### src/rtl/fifo_stream_arbiter_pkg.sv
// Shared types and sizing helpers for the stream FIFO write-side arbiter.
package fifo_arb_pkg;

  typedef enum logic [1:0] {
    IDLE,
    WAIT_DRAIN,
    NEW,
    STREAM
  } arb_state_e;

  // One extra bit so the occupancy mirror can represent a completely full FIFO.
  function automatic int occ_width(input int depth);
    return $clog2(depth) + 1;
  endfunction

  function automatic int idx_width(input int n);
    return (n > 1) ? $clog2(n) : 1;
  endfunction

endpackage

### src/rtl/fifo_stream_arbiter_rr_arbiter.sv
// Combinational round-robin pick: first valid requester at or after the priority pointer.
module rr_arbiter
  import fifo_arb_pkg::*;
#(
  parameter int NUM_REQ = 4,
  parameter int IDX_W   = idx_width(NUM_REQ)
) (
  input  logic [NUM_REQ-1:0] valid_i,
  input  logic [IDX_W-1:0]   prio_i,
  output logic [NUM_REQ-1:0] grant_o,
  output logic [IDX_W-1:0]   idx_o
);

  int   j;
  logic found;

  always_comb begin
    grant_o = '0;
    idx_o   = '0;
    found   = 1'b0;
    j       = 0;
    for (int k = 0; k < NUM_REQ; k++) begin
      j = int'(prio_i) + k;
      if (j >= NUM_REQ) j = j - NUM_REQ;
      if (!found && valid_i[j]) begin
        found      = 1'b1;
        grant_o[j] = 1'b1;
        idx_o      = IDX_W'(j);
      end
    end
  end

endmodule

### src/rtl/fifo_stream_arbiter.sv
// Write-side controller for the shared stream FIFO: locks one producer per stream,
// waits for the FIFO to drain, pulses new-stream, then forwards words with backpressure.
module fifo_stream_arbiter
  import fifo_arb_pkg::*;
#(
  parameter int NUM_REQ    = 4,
  parameter int DATA_WIDTH = 8,
  parameter int DEPTH      = 16,
  parameter int LEN_WIDTH  = 16
) (
  input  logic                          clk_i,
  input  logic                          rst_ni,
  input  logic [NUM_REQ-1:0]            req_valid_i,
  input  logic [NUM_REQ-1:0]            req_last_i,
  input  logic [NUM_REQ*DATA_WIDTH-1:0] req_data_i,
  output logic [NUM_REQ-1:0]            req_ready_o,
  input  logic                          fifo_rd_en_i,
  output logic                          fifo_wr_en_o,
  output logic [DATA_WIDTH-1:0]         fifo_data_o,
  output logic                          fifo_new_stream_o,
  output logic [NUM_REQ-1:0]            grant_o,
  output logic                          busy_o,
  output logic                          stream_done_o,
  output logic [LEN_WIDTH-1:0]          stream_len_o
);

  localparam int OCC_W = occ_width(DEPTH);
  localparam int IDX_W = idx_width(NUM_REQ);
  localparam logic [OCC_W-1:0] OCC_FULL = OCC_W'(DEPTH);

  arb_state_e           state_q;
  logic [NUM_REQ-1:0]   grant_q;
  logic [IDX_W-1:0]     gidx_q;
  logic [IDX_W-1:0]     prio_q;
  logic [OCC_W-1:0]     occ_q;
  logic [LEN_WIDTH-1:0] len_q;
  logic [LEN_WIDTH-1:0] stream_len_q;
  logic                 done_q;
  logic                 new_stream_q;

  logic [NUM_REQ-1:0]   arb_grant;
  logic [IDX_W-1:0]     arb_idx;
  logic                 in_stream;
  logic                 has_room;
  logic                 accept;
  logic                 rd_eff;

  function automatic logic [LEN_WIDTH-1:0] sat_inc(input logic [LEN_WIDTH-1:0] v);
    return (&v) ? v : v + LEN_WIDTH'(1);
  endfunction

  rr_arbiter #(
    .NUM_REQ (NUM_REQ),
    .IDX_W   (IDX_W)
  ) u_rr_arbiter (
    .valid_i (req_valid_i),
    .prio_i  (prio_q),
    .grant_o (arb_grant),
    .idx_o   (arb_idx)
  );

  always_comb begin
    in_stream    = (state_q == STREAM);
    has_room     = (occ_q < OCC_FULL);
    accept       = in_stream && has_room && req_valid_i[gidx_q];
    rd_eff       = fifo_rd_en_i && (occ_q != '0);
    req_ready_o  = (in_stream && has_room) ? grant_q : '0;
    fifo_wr_en_o = accept;
    fifo_data_o  = (|grant_q) ? req_data_i[int'(gidx_q)*DATA_WIDTH +: DATA_WIDTH] : '0;
  end

  assign fifo_new_stream_o = new_stream_q;
  assign grant_o           = grant_q;
  assign busy_o            = (state_q != IDLE);
  assign stream_done_o     = done_q;
  assign stream_len_o      = stream_len_q;

  // Occupancy mirror; a read with nothing stored is dropped.
  always_ff @(posedge clk_i or negedge rst_ni) begin
    if (!rst_ni) begin
      occ_q <= '0;
    end else if (accept && !rd_eff) begin
      occ_q <= occ_q + OCC_W'(1);
    end else if (!accept && rd_eff) begin
      occ_q <= occ_q - OCC_W'(1);
    end
  end

  always_ff @(posedge clk_i or negedge rst_ni) begin
    if (!rst_ni) begin
      state_q      <= IDLE;
      grant_q      <= '0;
      gidx_q       <= '0;
      prio_q       <= '0;
      len_q        <= '0;
      stream_len_q <= '0;
      done_q       <= 1'b0;
      new_stream_q <= 1'b0;
    end else begin
      done_q       <= 1'b0;
      new_stream_q <= 1'b0;
      case (state_q)
        IDLE: begin
          if (|req_valid_i) begin
            grant_q <= arb_grant;
            gidx_q  <= arb_idx;
            state_q <= WAIT_DRAIN;
          end
        end
        WAIT_DRAIN: begin
          if (occ_q == '0) begin
            new_stream_q <= 1'b1;
            state_q      <= NEW;
          end
        end
        NEW: begin
          len_q   <= '0;
          state_q <= STREAM;
        end
        STREAM: begin
          if (accept) begin
            len_q <= sat_inc(len_q);
            if (req_last_i[gidx_q]) begin
              state_q      <= IDLE;
              grant_q      <= '0;
              stream_len_q <= sat_inc(len_q);
              done_q       <= 1'b1;
              prio_q       <= (gidx_q == IDX_W'(NUM_REQ-1)) ? '0 : gidx_q + IDX_W'(1);
            end
          end
        end
        default: state_q <= IDLE;
      endcase
    end
  end

endmodule

### config.mk
export PLATFORM = sky130hd
export DESIGN_NAME = fifo_stream_arbiter
export DESIGN_NICKNAME = d
export VERILOG_FILES = /design/src/rtl/fifo_stream_arbiter_pkg.sv /design/src/rtl/fifo_stream_arbiter_rr_arbiter.sv /design/src/rtl/fifo_stream_arbiter.sv
export SDC_FILE = /design/constraint.sdc
export NUM_CORES = 1
export LEC_CHECK = 0
export CORE_ASPECT_RATIO = 0.6
export CORE_MARGIN = 3
export CORE_UTILIZATION = 45
export CTS_CLUSTER_SIZE = 25
export DETAILED_ROUTE_END_ITERATION = 6
export GPL_TIMING_DRIVEN = 0
export MAX_ROUTING_LAYER = met4
export PLACE_DENSITY = 0.77
export SLEW_MARGIN = 20
export SYNTH_ARGS = -nofsm -noshare
export SYNTH_HDL_FRONTEND = slang
export SYNTH_SLANG_ARGS = --single-unit
### constraint.sdc
create_clock -name clk_i -period 3.4 [get_ports clk_i]
set_clock_uncertainty 0.15 [all_clocks]
set_input_delay 0.34 -clock clk_i [delete_from_list [all_inputs] [get_ports clk_i]]
set_output_delay 0.34 -clock clk_i [all_outputs]
set_load 0.02 [all_outputs]
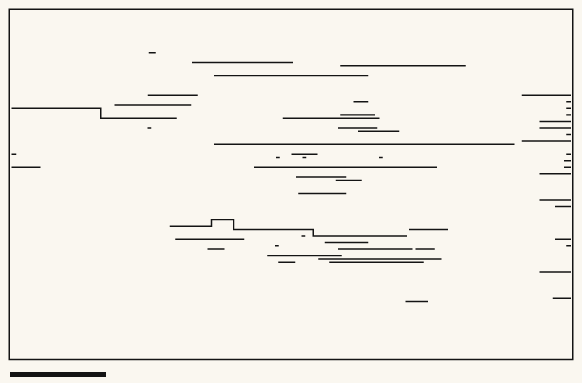
*Metal 3, run 1*
Scale bar: 20 um.
share of all routed wire: 6.6%
main direction: horizontal

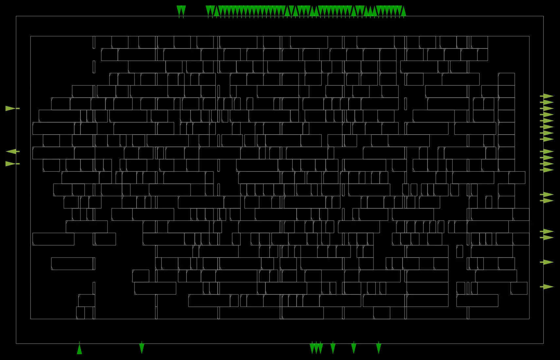
*Cell outlines without signal wires, run 1*
well tap count: 87
fin cells: 506
register fraction of the total cell area: 28.0%
# rows: 23
Fillers: 561

==> notes.md, run 1 <==
impl run done, here's what came out: DR DRC count=0, aoi share=17.7%, CTS buffer count=5, Sw Ratio=42.2%, Post-synth EDFFs=0, height of the die=72.5 um, Worst VDD drop=0.000449 V, routability cong.=0.949, total grt overflow=0, Max-Cap Viols=0, met3 WL=564 um, crit-path cells=ha_1 > buf_4 > or3b_1 > o22a_1 > buf_6 > clkinv_4 > ha_1 > inv_1 > fa_2 > a21o_1 > a21oi_1 > xnor2_1 > nor2_1 > xor2_1, global route hottest layer=met1, synth cell count leaders=49 x dfrtp_1, 34 x nand2_1, 33 x o21ai_0, 20 x a21oi_1, 15 x nor2_1, Setup CP Type=register to register, met2 GRT Util=26.2%, Post-Syn Instances=333, synthesized cell area=3310 um^2, RSZ-0062 raised after global routing=no, DRT Wirelength=8540 um, buffers added on ports=about 76, mux frac, synth=13.2%, Internal Power=2050 uW, required time of the critical path=3.42 ns, delay-heaviest family, CP=adder cells, largest power group=combinational logic, most frequent cell after synthesis=dfrtp_1, Main area contributors=dfrtp_1 37%, mux4_2 8.2%, ha_1 5.3%, Flops after synth=49, Leak Pwr=0.00177 uW, clock network power=between 500 and 600 uW, Setup crit end kind=register, Slowest-stage cell, CP=dfrtp_1, met1 Use GR=35.6%, Slew Viols, Final=0, pre-CTS WS=-0.114 ns, Crit path largest cell delay=~0.39 ns, Syn Nets=between 300 and 400, Seq group=957 uW, Synth warnings=0, CTS root buffer=clkbuf_16, Tmin final=around 3.2 ns, Comb power=between 2000 and 2500 uW, area leader, netlist=dfrtp_1, total power=about 3500 uW, Vias=between 2000 and 3000, logic area=a little under 2000 um^2, Post-DP HPWL=6860 um, P_sw=1500 uW, first-pass GRT wire length=13800 um, floorplan core density=between 40 and 50%, chip area line of the yosys report=3310 um^2, Avg Inst Size Synth=9.95 um^2, Clock Sinks=49, initial antenna violation count=0, First DRT Iteration DRCs=265, slew margin rel.=41.9%, Buf+Inv Stages, Crit Path=4, # Cells Yosys=~330, XORs/XNORs by Area=4.23%, Worst Max-Slew Pin Slew=0.864 ns, fin nets=approximately 480, met3 global-route usage=roughly 3.8%, top area contributor share=37.0%, router iterations before antenna repair=4, met2 WL=3510 um, setup tns final=0 ns, Layout Area Growth over Synthesis=32.0%, period utilization=92.7%, Log Warnings=32, met1 WL=around 4400 um, Top Layer Used=met4, CTS clk-pin slew, worst paths=roughly 0.07 ns, CTS tree=yes, Max Root-Sink Buffers=2, Sequential Power Share=27.0%, Reg area=1230 um^2, main logic family after synthesis=simple AND/OR/NAND/NOR gates, # IOs=79, Logic pwr share=58.8%, post-synthesis simple-gate area fraction=17.9%, WL/cell=16.9 um, Die ar.=8460 um^2, outcome=completed
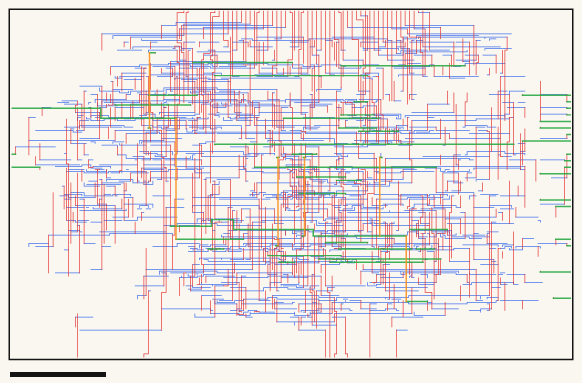
*Routed metal, one colour a layer, run 1*
Scale bar: 20 um.
| layer | colour | wire length |
|---|---|---|
| met1 | blue | 4360 um |
| met4 | orange | 105 um |
| met2 | red | 3510 um |
| met3 | green | 565 um |

-- run 1: cell usage in the layout (no fill, tap or decap), types with 11 or more instances in the layout --
cell	n
clkdlybuf4s50_1	75
dfrtp_1	49
nand2_1	34
o21ai_0	33
a21oi_1	20
nor2_1	15
ha_1	14
mux4_2	12
inv_1	11
mux2i_1	11
-- run 1: worst paths after layout --
path	slack, ns	start	end	cells past startpoint
worst max-delay path	0.25	state_q[1]$_DFFE_PN0P_	occ_q[4]$_DFFE_PN0P_	14
worst min-delay path	0.33	stream_len_o[3]$_DFFE_PN0P_	stream_len_o[3]$_DFFE_PN0P_	2
worst max register to register	0.25	state_q[1]$_DFFE_PN0P_	occ_q[4]$_DFFE_PN0P_	14
worst min register to register	0.33	stream_len_o[3]$_DFFE_PN0P_	stream_len_o[3]$_DFFE_PN0P_	2
max in group asynchronous	2.07	rst_ni	stream_len_o[1]$_DFFE_PN0P_	3
min in group asynchronous	0.48	rst_ni	len_q[10]$_DFFE_PN0P_	2
-- run 1: area by class of cell --
type	instances	area share (%)
Buffer	14	1.66
Multi-Input combinational cell	256	44.8
Tap cell	87	2.49
Clock buffer	5	2.86
Inverter	13	1.35
Sequential cell	49	28.0
Clock inverter	3	0.487
Timing Repair Buffer	79	18.3
-- run 1: through the flow --
step	hold slack, ns	std cells	instance area, um^2
4_1_cts	0.336	505	4360
2_1_floorplan	-0.106	333	3310
6_report	0.328	506	4370
5_1_grt	0.347	506	4370
3_3_place_gp	0.312	496	4180
3_5_place_dp	0.268	497	4210
-- run 1: what timing repair did --
item                                    CTS  global route
hold buffers                              1             0
gates resized                             0             1
endpoints found under the setup margin    1             1
buffers inserted                          0             1
hold endpoints to repair                 26             0
### Ports around the boundary, run 1

Scale bar: 20 um. Pins as bars across the die edge, other pins in grey.
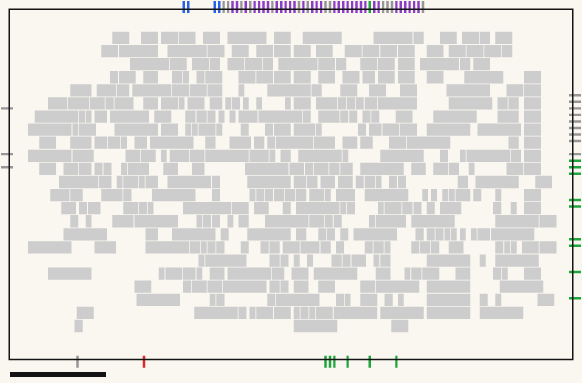

==> run 1 -> run 2 <==
Settings changed: CAP_MARGIN from default to 0, CORE_UTILIZATION 45 to 50, PLACE_DENSITY 0.77 to 0.84, REMOVE_ABC_BUFFERS from default to 1.
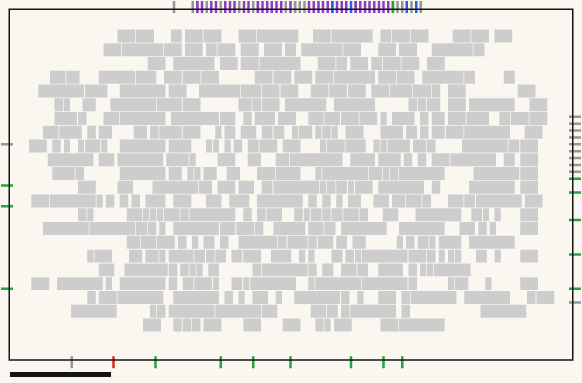
*Ports around the boundary, run 2*
Scale bar: 20 um. Pins as bars across the die edge, other pins in grey.
| port | colour | pins | direction | edge |
|---|---|---|---|---|
| req_data_i | purple | 32 | input | top |
| fifo_wr_en_o | red | 1 | output | bottom |
| req_valid_i | blue | 4 | input | top |
| stream_len_o | green | 16 | output | 7 bottom, 5 right, 3 left, 1 top |

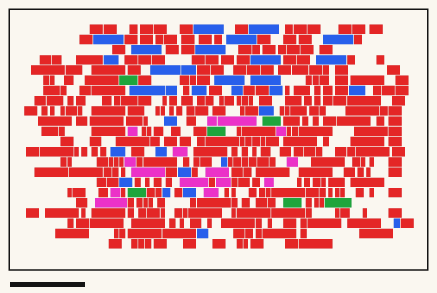
*Cells by drive strength, run 2*
Scale bar: 20 um.
| size | colour | cells | share | most used |
|---|---|---|---|---|
| drive 1 or less | red | 357 | 87% | clkdlybuf4s50_1 |
| drive 3 to 4 | magenta | 15 | 3.7% | clkinvlp_4 |
| drive 6 and up | green | 6 | 1.5% | clkbuf_8 |
| drive 2 | blue | 31 | 7.6% | mux4_2 |

==> run 2 against run 1 <==
Effect of this change: area after synthesis is the same; sequential cell count did not move; clock-buffer cell count did not move; combinational power is 3% lower; synthesized cell count did not move; core utilization up 5.2 points; sequential share of layout area grew 0.71 points; hold slack lost 0.0015 ns; global-route usage rose by 0.64 points; first-iteration DRC count decreased by 34%; largest cell class unchanged; via count shrank 1.2%.
==> notes.md, run 2 <==
impl run done, here's what came out: design area=4280 um^2 (-2.1%), floorplan core density=53.0% (+5.1 points), pre-CTS WS=-0.193 ns (-0.0793 ns), clock network power=353 uW (-30%), Flops after synth=49 (unchanged), Post-Syn Instances=333 (unchanged), post-synthesis simple-gate area fraction=17.9% (unchanged), aoi share=17.7% (unchanged), Slowest-stage cell, CP=dfrtp_1, fin nets=466 (-2.1%), Vias=2855 (-1.2%), logic area=1970 um^2 (+0.58%), cts hold-fix bufs=1 (unchanged), placed insts=481 (-3.2%), total grt overflow=0 (unchanged), First DRT Iteration DRCs=176 (-34%), height of the die=69.0 um (-4.7%), synth cell count leaders=49 x dfrtp_1, 34 x nand2_1, 33 x o21ai_0, 20 x a21oi_1, 15 x nor2_1, Internal Power=1910 uW (-6.8%), fin cells=493 (-2.6%), Sw Ratio=43.4% (+1.2 points), Avg Inst Size Synth=9.95 um^2 (unchanged), Leak Pwr=0.00170 uW (-4.0%), first-pass GRT wire length=13600 um (-1.8%), Main area contributors=dfrtp_1 37%, mux4_2 8.2%, ha_1 5.3%, Synth warnings=0 (unchanged), buffers added on ports=78 (+2.6%), # IOs=79 (unchanged), crit-path cells=ha_4 > or3b_1 > o22a_2 > clkinv_4 > ha_1 > inv_1 > fa_1 > a21o_1 > a21oi_1 > xnor2_1 > nor2_1 > xor2_1, met3 WL=637 um (+13%), share of layout cells above drive strength 1=12.7%, Layout Area Growth over Synthesis=29.3%, P_sw=1470 uW (-2.2%), Sequential Power Share=29.6% (+2.6 points), area leader, netlist=dfrtp_1, DRT Wirelength=8330 um (-2.5%), Die ar.=7670 um^2 (-9.3%), Comb power=2020 uW (-3%), Tmin final=3.18 ns (+0.0326 ns), setup tns final=0 ns (unchanged), Post-DP HPWL=6190 um (-9.8%), # Cells Yosys=333 (unchanged), Log Warnings=31 (-3.1%), required time of the critical path=3.44 ns (+0.02 ns), Slew Viols, Final=0 (unchanged), CTS root buffer=clkbuf_8, most frequent cell after synthesis=dfrtp_1, largest power group=combinational logic, Max Root-Sink Buffers=2 (unchanged), Logic pwr share=60.0% (+1.2 points), CTS tree=yes, Reg area=1230 um^2 (+0.41%), router iterations before antenna repair=4 (unchanged), initial antenna violation count=0 (unchanged), top area contributor share=37.0% (unchanged), Worst VDD drop=0.000406 V (-9.6%), Worst Reg2Reg Path Length in Cells=12 (-2), Setup CP Type=register to register, Clock Sinks=49 (unchanged), post-CTS resize count=3 (+3), setup bufs post-CTS=0 (unchanged), WL/cell=16.9 um (+0.10%), Top Layer Used=met4, slew margin rel.=42.3% (+0.38 points), mux frac, synth=13.2% (unchanged), chip area line of the yosys report=3310 um^2 (unchanged), outcome=completed, period utilization=93.7% (+0.96 points), reg2reg setup slack=0.22 ns (-0.03 ns), Top cell excl fill/tap=clkdlybuf4s50_1, met1 WL=3750 um (-14%), Post-synth EDFFs=0 (unchanged), routability cong.=0.870 (-8.3%), main logic family after synthesis=simple AND/OR/NAND/NOR gates, Top Layout Cells=77 x clkdlybuf4s50_1, 47 x dfrtp_1, 34 x nand2_1, # rows=22 (-4.3%), CTS clk-pin slew, worst paths=0.10 ns (+0.03 ns), GRT Util Overall=22.3%, Worst Max-Slew Pin Slew=0.858 ns (-0.00570 ns), Fillers=498 (-11%), Seq group=998 uW (+4.3%), RSZ-0062 raised after global routing=no
[run 2: cell counts after synthesis]
No cell type changed its count.
[run 2: critical path: cells and delay by family (launching register included)]
family | cells | cell delay (ns)
flops | 1 | 0.45
xor+xnor | 2 | 0.27
simple gates | 2 | 0.42
buf+inv | 2 | 0.27
compound gates | 3 | 0.69
fa+ha+maj | 3 | 0.82
[run 2: layer usage]
layer / track usage, % / vias to the layer above
li1: - / 1370
met4: 6.21 / 0
met2: 33.1 / 103
met5: - / -
met1: 32.1 / 1373
met3: 3.25 / 9
[run 2: final cells by class]
class,instances,area share [%]
timing repair buffer,82,19.2
inverter,13,1.37
multi-input combinational,256,46.0
timing repair inverter,1,0.117
tap,84,2.45
clock buffer,5,1.61
sequential,49,28.8
clock inverter,3,0.526
[run 2: path summary, 6_finish.rpt]
path                                                  start                          end
worst max-delay path                 state_q[1]$_DFFE_PN0P_         occ_q[4]$_DFFE_PN0P_
worst min-delay path                                 rst_ni         len_q[0]$_DFFE_PN0P_
worst max register to register       state_q[1]$_DFFE_PN0P_         occ_q[4]$_DFFE_PN0P_
worst min register to register  stream_len_o[2]$_DFFE_PN0P_  stream_len_o[2]$_DFFE_PN0P_
max in group asynchronous                            rst_ni        gidx_q[1]$_DFFE_PN0P_
min in group clk_i              stream_len_o[2]$_DFFE_PN0P_  stream_len_o[2]$_DFFE_PN0P_
[run 2: through the flow]
| step | power [uW] | hold slack (ns) |
|---|---|---|
| finish | 3380 | 0.327 |
| global route | 3620 | 0.365 |
| CTS | 3340 | 0.338 |
| detailed placement | 2980 | 0.146 |
| global placement | 2900 | 0.313 |
| floorplan | 2260 | -0.106 |
No activity file was given, so power comes from the tool's default toggle rates.
